File: src/rtl/arp_ctrl.sv
// ARP sequencer: resolves a target IP with timed retries, answers incoming
// ARP requests, and holds the single-entry peer cache used by the UDP path.
module arp_ctrl #(
    parameter int unsigned RETRY_CYCLES = 125_000_000,
    parameter int unsigned MAX_RETRY    = 4,
    parameter int unsigned AUTO_START   = 1
) (
    input  logic        clk,
    input  logic        rst,
    input  logic        start,
    input  logic [31:0] target_ip,
    input  logic        arp_rx_done,
    input  logic        arp_rx_type,
    input  logic [47:0] src_mac,
    input  logic [31:0] src_ip,
    input  logic        gmii_tx_done,
    output logic        arp_tx_en,
    output logic        arp_tx_type,
    output logic [47:0] des_mac,
    output logic [31:0] des_ip,
    output logic [47:0] peer_mac,
    output logic [31:0] peer_ip,
    output logic        peer_valid,
    output logic        resolve_fail,
    output logic        busy
);

    localparam int unsigned TW = (RETRY_CYCLES > 1) ? $clog2(RETRY_CYCLES) : 1;
    localparam int unsigned AW = 4;
    localparam logic [TW-1:0] TMR_LAST  = TW'(RETRY_CYCLES - 1);
    localparam logic [AW-1:0] ATT_MAX   = AW'(MAX_RETRY);
    localparam logic [47:0]   BCAST_MAC = 48'hFFFF_FFFF_FFFF;

    typedef enum logic [2:0] {
        S_IDLE,
        S_SEND_REQ,
        S_WAIT_REQ_DONE,
        S_WAIT_REPLY,
        S_SEND_RSP,
        S_WAIT_RSP_DONE
    } state_t;

    state_t        r_state,     w_state_nxt;
    logic          r_req_pend,  w_req_pend_nxt;
    logic          r_rsp_pend,  w_rsp_pend_nxt;
    logic          r_got,       w_got_nxt;
    logic          r_auto_done;
    logic [31:0]   r_tgt_ip,    w_tgt_ip_nxt;
    logic [47:0]   r_rsp_mac,   w_rsp_mac_nxt;
    logic [31:0]   r_rsp_ip,    w_rsp_ip_nxt;
    logic [AW-1:0] r_attempt,   w_attempt_nxt;
    logic [TW-1:0] r_timer,     w_timer_nxt;
    logic          r_tx_en,     w_tx_en_nxt;
    logic          r_tx_type,   w_tx_type_nxt;
    logic [47:0]   r_des_mac,   w_des_mac_nxt;
    logic [31:0]   r_des_ip,    w_des_ip_nxt;
    logic [47:0]   r_peer_mac,  w_peer_mac_nxt;
    logic [31:0]   r_peer_ip,   w_peer_ip_nxt;
    logic          r_peer_valid, w_peer_valid_nxt;
    logic          r_fail,      w_fail_nxt;
    logic          r_busy,      w_busy_nxt;

    logic w_start, w_rx_req, w_match, w_rsp_any, w_in_prog;

    assign w_start   = start || ((AUTO_START != 0) && !r_auto_done);
    assign w_rx_req  = arp_rx_done && !arp_rx_type;
    assign w_match   = arp_rx_done && arp_rx_type && r_req_pend && (src_ip == r_tgt_ip);
    assign w_rsp_any = r_rsp_pend || w_rx_req;
    // A resolution is in progress once its first request has been launched
    assign w_in_prog = r_req_pend && (r_attempt != '0);

    always_ff @(posedge clk) begin
        if (rst) begin
            r_state      <= S_IDLE;
            r_req_pend   <= 1'b0;
            r_rsp_pend   <= 1'b0;
            r_got        <= 1'b0;
            r_auto_done  <= 1'b0;
            r_tgt_ip     <= '0;
            r_rsp_mac    <= '0;
            r_rsp_ip     <= '0;
            r_attempt    <= '0;
            r_timer      <= '0;
            r_tx_en      <= 1'b0;
            r_tx_type    <= 1'b0;
            r_des_mac    <= '0;
            r_des_ip     <= '0;
            r_peer_mac   <= '0;
            r_peer_ip    <= '0;
            r_peer_valid <= 1'b0;
            r_fail       <= 1'b0;
            r_busy       <= 1'b0;
        end else begin
            r_state      <= w_state_nxt;
            r_req_pend   <= w_req_pend_nxt;
            r_rsp_pend   <= w_rsp_pend_nxt;
            r_got        <= w_got_nxt;
            r_auto_done  <= 1'b1;
            r_tgt_ip     <= w_tgt_ip_nxt;
            r_rsp_mac    <= w_rsp_mac_nxt;
            r_rsp_ip     <= w_rsp_ip_nxt;
            r_attempt    <= w_attempt_nxt;
            r_timer      <= w_timer_nxt;
            r_tx_en      <= w_tx_en_nxt;
            r_tx_type    <= w_tx_type_nxt;
            r_des_mac    <= w_des_mac_nxt;
            r_des_ip     <= w_des_ip_nxt;
            r_peer_mac   <= w_peer_mac_nxt;
            r_peer_ip    <= w_peer_ip_nxt;
            r_peer_valid <= w_peer_valid_nxt;
            r_fail       <= w_fail_nxt;
            r_busy       <= w_busy_nxt;
        end
    end

    always_comb begin
        w_state_nxt      = r_state;
        w_req_pend_nxt   = r_req_pend;
        w_rsp_pend_nxt   = r_rsp_pend;
        w_got_nxt        = r_got;
        w_tgt_ip_nxt     = r_tgt_ip;
        w_rsp_mac_nxt    = r_rsp_mac;
        w_rsp_ip_nxt     = r_rsp_ip;
        w_attempt_nxt    = r_attempt;
        w_timer_nxt      = r_timer;
        w_tx_en_nxt      = 1'b0;
        w_tx_type_nxt    = r_tx_type;
        w_des_mac_nxt    = r_des_mac;
        w_des_ip_nxt     = r_des_ip;
        w_peer_mac_nxt   = r_peer_mac;
        w_peer_ip_nxt    = r_peer_ip;
        w_peer_valid_nxt = r_peer_valid;
        w_fail_nxt       = r_fail;

        // Event capture runs in every state; the state case may override it
        if (w_start && !r_req_pend) begin
            w_req_pend_nxt = 1'b1;
            w_tgt_ip_nxt   = target_ip;
        end
        if (w_rx_req) begin
            w_rsp_pend_nxt = 1'b1;
            w_rsp_mac_nxt  = src_mac;
            w_rsp_ip_nxt   = src_ip;
        end
        if (w_match) begin
            w_peer_mac_nxt   = src_mac;
            w_peer_ip_nxt    = src_ip;
            w_peer_valid_nxt = 1'b1;
            w_got_nxt        = 1'b1;
        end

        case (r_state)
            S_IDLE: begin
                if (w_rsp_any) begin
                    w_state_nxt = S_SEND_RSP;
                end else if (w_req_pend_nxt) begin
                    w_state_nxt   = S_SEND_REQ;
                    w_fail_nxt    = 1'b0;
                    w_attempt_nxt = AW'(1);
                end
            end
            S_SEND_REQ: begin
                w_tx_en_nxt   = 1'b1;
                w_tx_type_nxt = 1'b0;
                w_des_mac_nxt = BCAST_MAC;
                w_des_ip_nxt  = r_tgt_ip;
                w_state_nxt   = S_WAIT_REQ_DONE;
            end
            S_WAIT_REQ_DONE: begin
                if (gmii_tx_done) begin
                    w_timer_nxt = '0;
                    w_state_nxt = S_WAIT_REPLY;
                end
            end
            S_WAIT_REPLY: begin
                // At the last timer value the timeout wins, so the reply
                // detour never stretches the window past RETRY_CYCLES
                if (w_match || r_got) begin
                    w_req_pend_nxt = 1'b0;
                    w_got_nxt      = 1'b0;
                    w_attempt_nxt  = '0;
                    w_state_nxt    = S_IDLE;
                end else if (r_timer == TMR_LAST) begin
                    if (r_attempt < ATT_MAX) begin
                        w_attempt_nxt = r_attempt + AW'(1);
                        w_state_nxt   = S_SEND_REQ;
                    end else begin
                        w_fail_nxt     = 1'b1;
                        w_req_pend_nxt = 1'b0;
                        w_attempt_nxt  = '0;
                        w_state_nxt    = S_IDLE;
                    end
                end else begin
                    w_timer_nxt = r_timer + TW'(1);
                    if (w_rsp_any) begin
                        w_state_nxt = S_SEND_RSP;
                    end
                end
            end
            S_SEND_RSP: begin
                w_tx_en_nxt   = 1'b1;
                w_tx_type_nxt = 1'b1;
                w_des_mac_nxt = r_rsp_mac;
                w_des_ip_nxt  = r_rsp_ip;
                if (!w_rx_req) begin
                    w_rsp_pend_nxt = 1'b0;
                end
                w_state_nxt = S_WAIT_RSP_DONE;
            end
            S_WAIT_RSP_DONE: begin
                if (gmii_tx_done) begin
                    w_state_nxt = w_in_prog ? S_WAIT_REPLY : S_IDLE;
                end
            end
            default: begin
                w_state_nxt = S_IDLE;
            end
        endcase

        w_busy_nxt = (w_state_nxt != S_IDLE);
    end

    assign arp_tx_en    = r_tx_en;
    assign arp_tx_type  = r_tx_type;
    assign des_mac      = r_des_mac;
    assign des_ip       = r_des_ip;
    assign peer_mac     = r_peer_mac;
    assign peer_ip      = r_peer_ip;
    assign peer_valid   = r_peer_valid;
    assign resolve_fail = r_fail;
    assign busy         = r_busy;

endmodule

File: config.mk
export PLATFORM = sky130hd
export DESIGN_NAME = arp_ctrl
export DESIGN_NICKNAME = d
export VERILOG_FILES = /design/src/rtl/arp_ctrl.sv
export SDC_FILE = /design/constraint.sdc
export NUM_CORES = 1
export LEC_CHECK = 0
export ABC_AREA = 1
export ABC_CLOCK_PERIOD_IN_PS = 2550
export CORE_MARGIN = 3
export CORE_UTILIZATION = 25
export DETAILED_ROUTE_END_ITERATION = 12
export SYNTH_ARGS = -nofsm -noshare
export SYNTH_HDL_FRONTEND = slang
export SYNTH_SLANG_ARGS = --single-unit
export TNS_END_PERCENT = 1
File: constraint.sdc
create_clock -name clk -period 2.55 [get_ports clk]
set_input_delay 0.765 -clock clk [delete_from_list [all_inputs] [get_ports clk]]
set_output_delay 0.765 -clock clk [all_outputs]
set_load 0.05 [all_outputs]
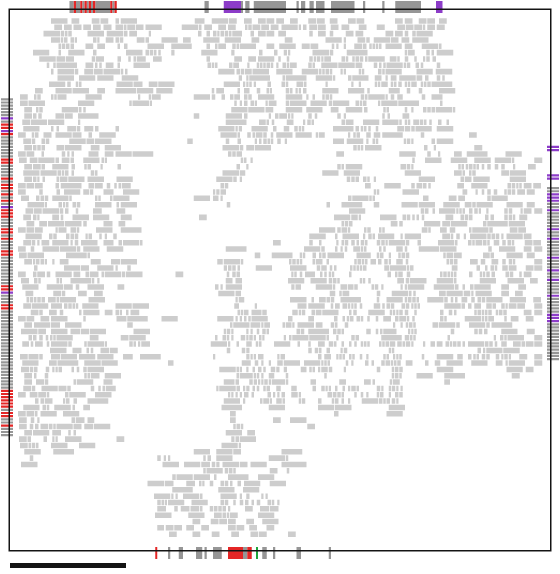
pinout.png
The bar under the picture is 50 µm long. Pins as bars across the die edge, other pins in gray.
- peer_ip: purple (pins 32; direction output; edge 17 east, 11 north, 4 west)
- peer_valid: green (pins 1; direction output; edge south)
- peer_mac: red (pins 48; direction output; edge 31 west, 10 south, 7 north)

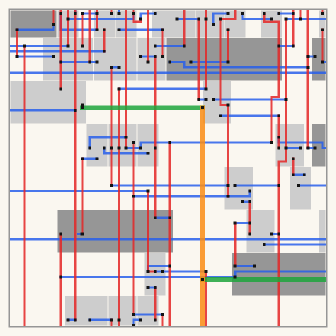
closeup.png
Region (164, 164) to (184, 184) µm. Cells in gray, sequential cells in the stronger gray; small squares are vias.
- M1: blue
- M4: orange
- M2: red
- M3: green
- most frequent: nor2_1 (8), o21ai_0 (6)
- netlist names of flops here include: r_rsp_ip (2), peer_ip (1)
- sequential cells in the window: 3
- cells with their middle in the window: 26

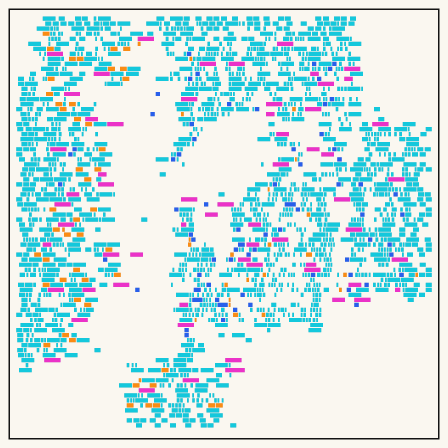
sizing.png
- x6 and larger: magenta (cells 61; share 3.1%)
- x2: orange (cells 72; share 3.6%)
- x3 and x4: blue (cells 70; share 3.5%)
- x1 and smaller: cyan (cells 1771; share 90%)

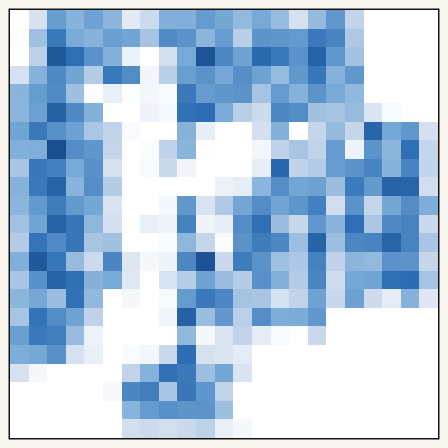
util_map.png
The die is cut into 23 by 23 equal tiles; white is low, dark blue is high, 0 to 100% covered.
- emptiest ninth of the die: south-east
- fullest tile: 88%
- mean over tiles: 32%
- densest ninth of the die: east
- tiles over 75% full: 4.2%
fin util: 35.5%
effective utilization at floorplan: 25.4%

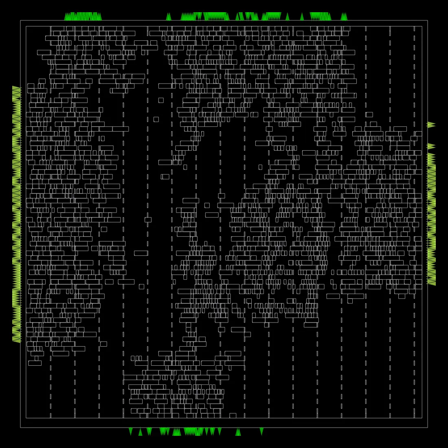
placed.png
fraction of area in registers: 35.3%
fillers: 5238

==> report_table.html <==
<!-- implementation run metrics -->
<table>
<tr><th>Metric</th><th>Value</th></tr>
<tr><th colspan="2">Global routing</th></tr>
<tr><td>Fraction of met2 tracks used by global routing</td><td>24.7%</td></tr>
<tr><td>First-pass GRT wire length</td><td>66900 µm</td></tr>
<tr><td>Maximum number of pins on one net before global-route repair</td><td>86</td></tr>
<tr><td>Combined global-route utilization of all metal layers</td><td>15.6%</td></tr>
<tr><td>GR met3 Demand/Resource</td><td>4.58%</td></tr>
<tr><td>Via count of the first global-routing pass</td><td>11900</td></tr>
<tr><td>Number of antenna violations at the first check in global routing</td><td>2</td></tr>
<tr><td>GR peak layer</td><td>met2</td></tr>
<tr><th colspan="2">STA</th></tr>
<tr><td>Final Cycle Share</td><td>a little over nine tenths</td></tr>
<tr><td>Hold_ws</td><td>0.442 ns</td></tr>
<tr><td>Period minus WS final</td><td>2.50 ns</td></tr>
<tr><td>Count of final hold-check violations</td><td>0</td></tr>
<tr><td>Relative slew slack</td><td>around 29%</td></tr>
<tr><td>Slew @ Worst Pin</td><td>1.07 ns</td></tr>
<tr><td>Fmax</td><td>roughly 400 MHz</td></tr>
<tr><td>Final max-slew violation count</td><td>0</td></tr>
<tr><td>Worst clock skew</td><td>0.0251 ns</td></tr>
<tr><td>Final count of negative-setup-slack endpoints</td><td>0</td></tr>
<tr><td>Total Neg Setup Slack</td><td>0 ns</td></tr>
<tr><td>Final worst slack</td><td>0.0451 ns</td></tr>
<tr><th colspan="2">Floorplanning</th></tr>
<tr><td>Core area</td><td>0.0503 mm²</td></tr>
<tr><td>Total die size</td><td>0.0537 mm²</td></tr>
<tr><td>Horizontal die dimension</td><td>232 µm</td></tr>
<tr><td>Die Ht</td><td>between 200 and 250 µm</td></tr>
<tr><td>Number of placed I/O pins</td><td>around 280</td></tr>
<tr><td>Number of tap instances</td><td>about 670</td></tr>
<tr><th colspan="2">Clocking</th></tr>
<tr><td>CTS tree</td><td>built</td></tr>
<tr><td>TritonCTS Sinks</td><td>~320</td></tr>
<tr><td>Cts hold-fix bufs</td><td>0</td></tr>
<tr><td>Root buffer selected by CTS</td><td>sky130_fd_sc_hd__clkbuf_16</td></tr>
<tr><td>Setup bufs post-CTS</td><td>0</td></tr>
<tr><td>Latest clock arrival within the worst-skew pair</td><td>around 0.54 ns</td></tr>
<tr><td>Maximum number of buffers from clock root to sink</td><td>3</td></tr>
<tr><td>Level count of the clock H-tree</td><td>2</td></tr>
<tr><td>Number of buffers inserted during clock tree synthesis</td><td>38</td></tr>
<tr><td>Post-cts resize count</td><td>9</td></tr>
<tr><td>Clock transition at the registers of the reported paths</td><td>0.06 ns</td></tr>
<tr><th colspan="2">Routing</th></tr>
<tr><td>Via Count</td><td>12100</td></tr>
<tr><td>Length of routed wiring on met1</td><td>slightly below 20000 µm</td></tr>
<tr><td>Routed length per placed instance</td><td>16.4 µm</td></tr>
<tr><td>Met2 Wirelength</td><td>slightly below 20000 µm</td></tr>
<tr><td>Highest Signal Layer</td><td>met5</td></tr>
<tr><td>Wirelength, routed</td><td>43400 µm</td></tr>
<tr><td>Antenna Violating Nets Remaining</td><td>0</td></tr>
<tr><td>Count of routing violations after the opening detailed-route iteration</td><td>749</td></tr>
<tr><td>Met3 Wirelength</td><td>3460 µm</td></tr>
<tr><td>Remaining design rule violation count</td><td>0</td></tr>
<tr><th colspan="2">Setup path</th></tr>
<tr><td>Arrival @ worst endpoint</td><td>1.74 ns</td></tr>
<tr><td>Largest stage delay, worst path</td><td>0.87 ns</td></tr>
<tr><td>Buffers and inverters on the worst path</td><td>1</td></tr>
<tr><td>Worst setup path category</td><td>flop to output port</td></tr>
<tr><td>R2R Setup Slk</td><td>0.32 ns</td></tr>
<tr><td>Timing startpoint of the critical path</td><td>des_ip[19]$_SDFFE_PP0P_</td></tr>
<tr><td>Capture point of the critical path</td><td>des_ip[19]</td></tr>
<tr><td>Crit path required time</td><td>1.79 ns</td></tr>
<tr><td>Number of cells on the worst reg-to-reg path</td><td>7</td></tr>
<tr><td>Crit path max-delay cell type</td><td>sky130_fd_sc_hd__clkdlybuf4s50_1</td></tr>
<tr><td>Category of cells accounting for the largest share of critical-path delay</td><td>buffers and inverters</td></tr>
<tr><td>Sequence of cells on the critical path</td><td>clkdlybuf4s50_1</td></tr>
<tr><td>Total number of cells along the worst setup path</td><td>1</td></tr>
<tr><td>FF-to-FF Start</td><td>r_state[0]$_SDFF_PP0_</td></tr>
<tr><td>Category of the worst setup path launch point</td><td>flop</td></tr>
<tr><td>CP Capture Type</td><td>output port</td></tr>
<tr><th colspan="2">Cells and area</th></tr>
<tr><td>Mi-comb count</td><td>1078</td></tr>
<tr><td>Buffers excl. clock</td><td>353</td></tr>
<tr><td>Count of non-filler cells in the finished layout</td><td>between 2000 and 3000</td></tr>
<tr><td>Top cell excl fill/tap</td><td>sky130_fd_sc_hd__dfxtp_1</td></tr>
<tr><td>Cell kind with the greatest summed area</td><td>flip-flops and latches</td></tr>
<tr><td>Fraction of area in multi-input gates</td><td>30.2%</td></tr>
<tr><td>Combined area of the multi-input logic cells</td><td>~0.0054 mm²</td></tr>
<tr><td>Flop count</td><td>315</td></tr>
<tr><td>Final standard cell area without fillers</td><td>0.0179 mm²</td></tr>
<tr><td>Diodes inserted</td><td>1</td></tr>
<tr><td>Synth-to-layout area growth</td><td>40.1%</td></tr>
<tr><td>Clkbuf count</td><td>53</td></tr>
<tr><td>Area taken by flip-flops and latches</td><td>about 0.0063 mm²</td></tr>
<tr><td>Number of nets in the layout</td><td>about 2100</td></tr>
<tr><td>Number of non-clock inverters</td><td>163</td></tr>
<tr><th colspan="2">Placement</th></tr>
<tr><td>Count of port buffers added during placement</td><td>282</td></tr>
<tr><td>Worst Setup Slack post-DPL</td><td>-0.491 ns</td></tr>
<tr><td>Area post-placement</td><td>roughly 0.017 mm²</td></tr>
<tr><td>Placer congestion estimate</td><td>0.892</td></tr>
<tr><td>Placed wire-length estimate</td><td>29800 µm</td></tr>
<tr><th colspan="2">Logic synthesis</th></tr>
<tr><td>Leading area contributor after synthesis</td><td>sky130_fd_sc_hd__dfxtp_1</td></tr>
<tr><td>Netlist cell types</td><td>31</td></tr>
<tr><td>Share of the yosys chip area belonging to registers</td><td>49.5%</td></tr>
<tr><td>Basic-gate share of the synthesized area counting and, or, nand and nor cells</td><td>18.4%</td></tr>
<tr><td>Mean cell area of the mapped netlist</td><td>between 7 and 8 µm²</td></tr>
<tr><td>Multiplexer share</td><td>0%</td></tr>
<tr><td>Count of flip-flops with a built-in enable after synthesis</td><td>0</td></tr>
<tr><td>Chip Area, Yosys</td><td>0.0127 mm²</td></tr>
<tr><td>Post-Synth Adder-Cell Area</td><td>0.294%</td></tr>
<tr><td>Async set-reset flop share out of synthesis</td><td>0%</td></tr>
<tr><td>Synth flops</td><td>roughly 320</td></tr>
<tr><td>Most area-consuming cells after synthesis</td><td>sky130_fd_sc_hd__dfxtp_1, sky130_fd_sc_hd__o21ai_0, sky130_fd_sc_hd__nor2_1</td></tr>
<tr><td>Number of warnings printed during yosys synthesis</td><td>0</td></tr>
<tr><td>Most used DFF post-synth</td><td>sky130_fd_sc_hd__dfxtp_1</td></tr>
<tr><td>AND-OR/OR-AND Cells, Area Fraction</td><td>just over 20%</td></tr>
<tr><td>Main kind of combinational logic by area</td><td>AND-OR/OR-AND gates</td></tr>
<tr><td>Most used standard cells in the synthesized netlist</td><td>sky130_fd_sc_hd__dfxtp_1, sky130_fd_sc_hd__nor2_1, sky130_fd_sc_hd__o21ai_0</td></tr>
<tr><td>Synthesized cell area</td><td>0.0127 mm²</td></tr>
<tr><td>Cell count in the Yosys report</td><td>1669</td></tr>
<tr><td>Share of the synthesized area in the top cell type</td><td>49.5%</td></tr>
<tr><td>Yosys xor share</td><td>3.02%</td></tr>
<tr><th colspan="2">Power</th></tr>
<tr><td>Peak ir drop on the vdd network</td><td>0.532 mV</td></tr>
<tr><td>Total leakage power</td><td>6.73 nW</td></tr>
<tr><td>Power density over the cells</td><td>992 mW/mm²</td></tr>
<tr><th colspan="2">Hold path</th></tr>
<tr><td>Start point of the worst hold path</td><td>peer_ip[2]$_SDFFE_PP0P_</td></tr>
<tr><td>Number of cells on the worst hold path</td><td>2</td></tr>
<tr><td>Worst min-delay path endpoint</td><td>peer_ip[2]$_SDFFE_PP0P_</td></tr>
<tr><td>Worst hold path type</td><td>flop to flop</td></tr>
<tr><th colspan="2">Job</th></tr>
<tr><td>Number of violations of the max-capacitance limit</td><td>0</td></tr>
<tr><td>Count of warning messages emitted by the tools</td><td>27</td></tr>
<tr><th colspan="2">Run status</th></tr>
<tr><td>Outcome</td><td>finished, final reports clean</td></tr>
</table>
## worst reg2reg max path, stage by stage (launching register included)
cell,delay [ns]
sky130_fd_sc_hd__dfxtp_1,0.38
sky130_fd_sc_hd__nor2_1,0.12
sky130_fd_sc_hd__nand2_4,0.33
sky130_fd_sc_hd__nand2_2,0.12
sky130_fd_sc_hd__inv_2,0.76
sky130_fd_sc_hd__nor2_1,0.13
sky130_fd_sc_hd__o21ai_0,0.14
sky130_fd_sc_hd__a21oi_1,0.10
## power breakdown
group          total [mW]  switching [mW]  internal (mW)  leakage, nW
Clock                5.16            2.14           3.02        0.572
Combinational        6.37            4.26           2.11         3.58
Sequential           6.18           0.485           5.70         2.58
Total                17.7            6.89           10.8         6.73
Power and IR drop assume default switching activity.
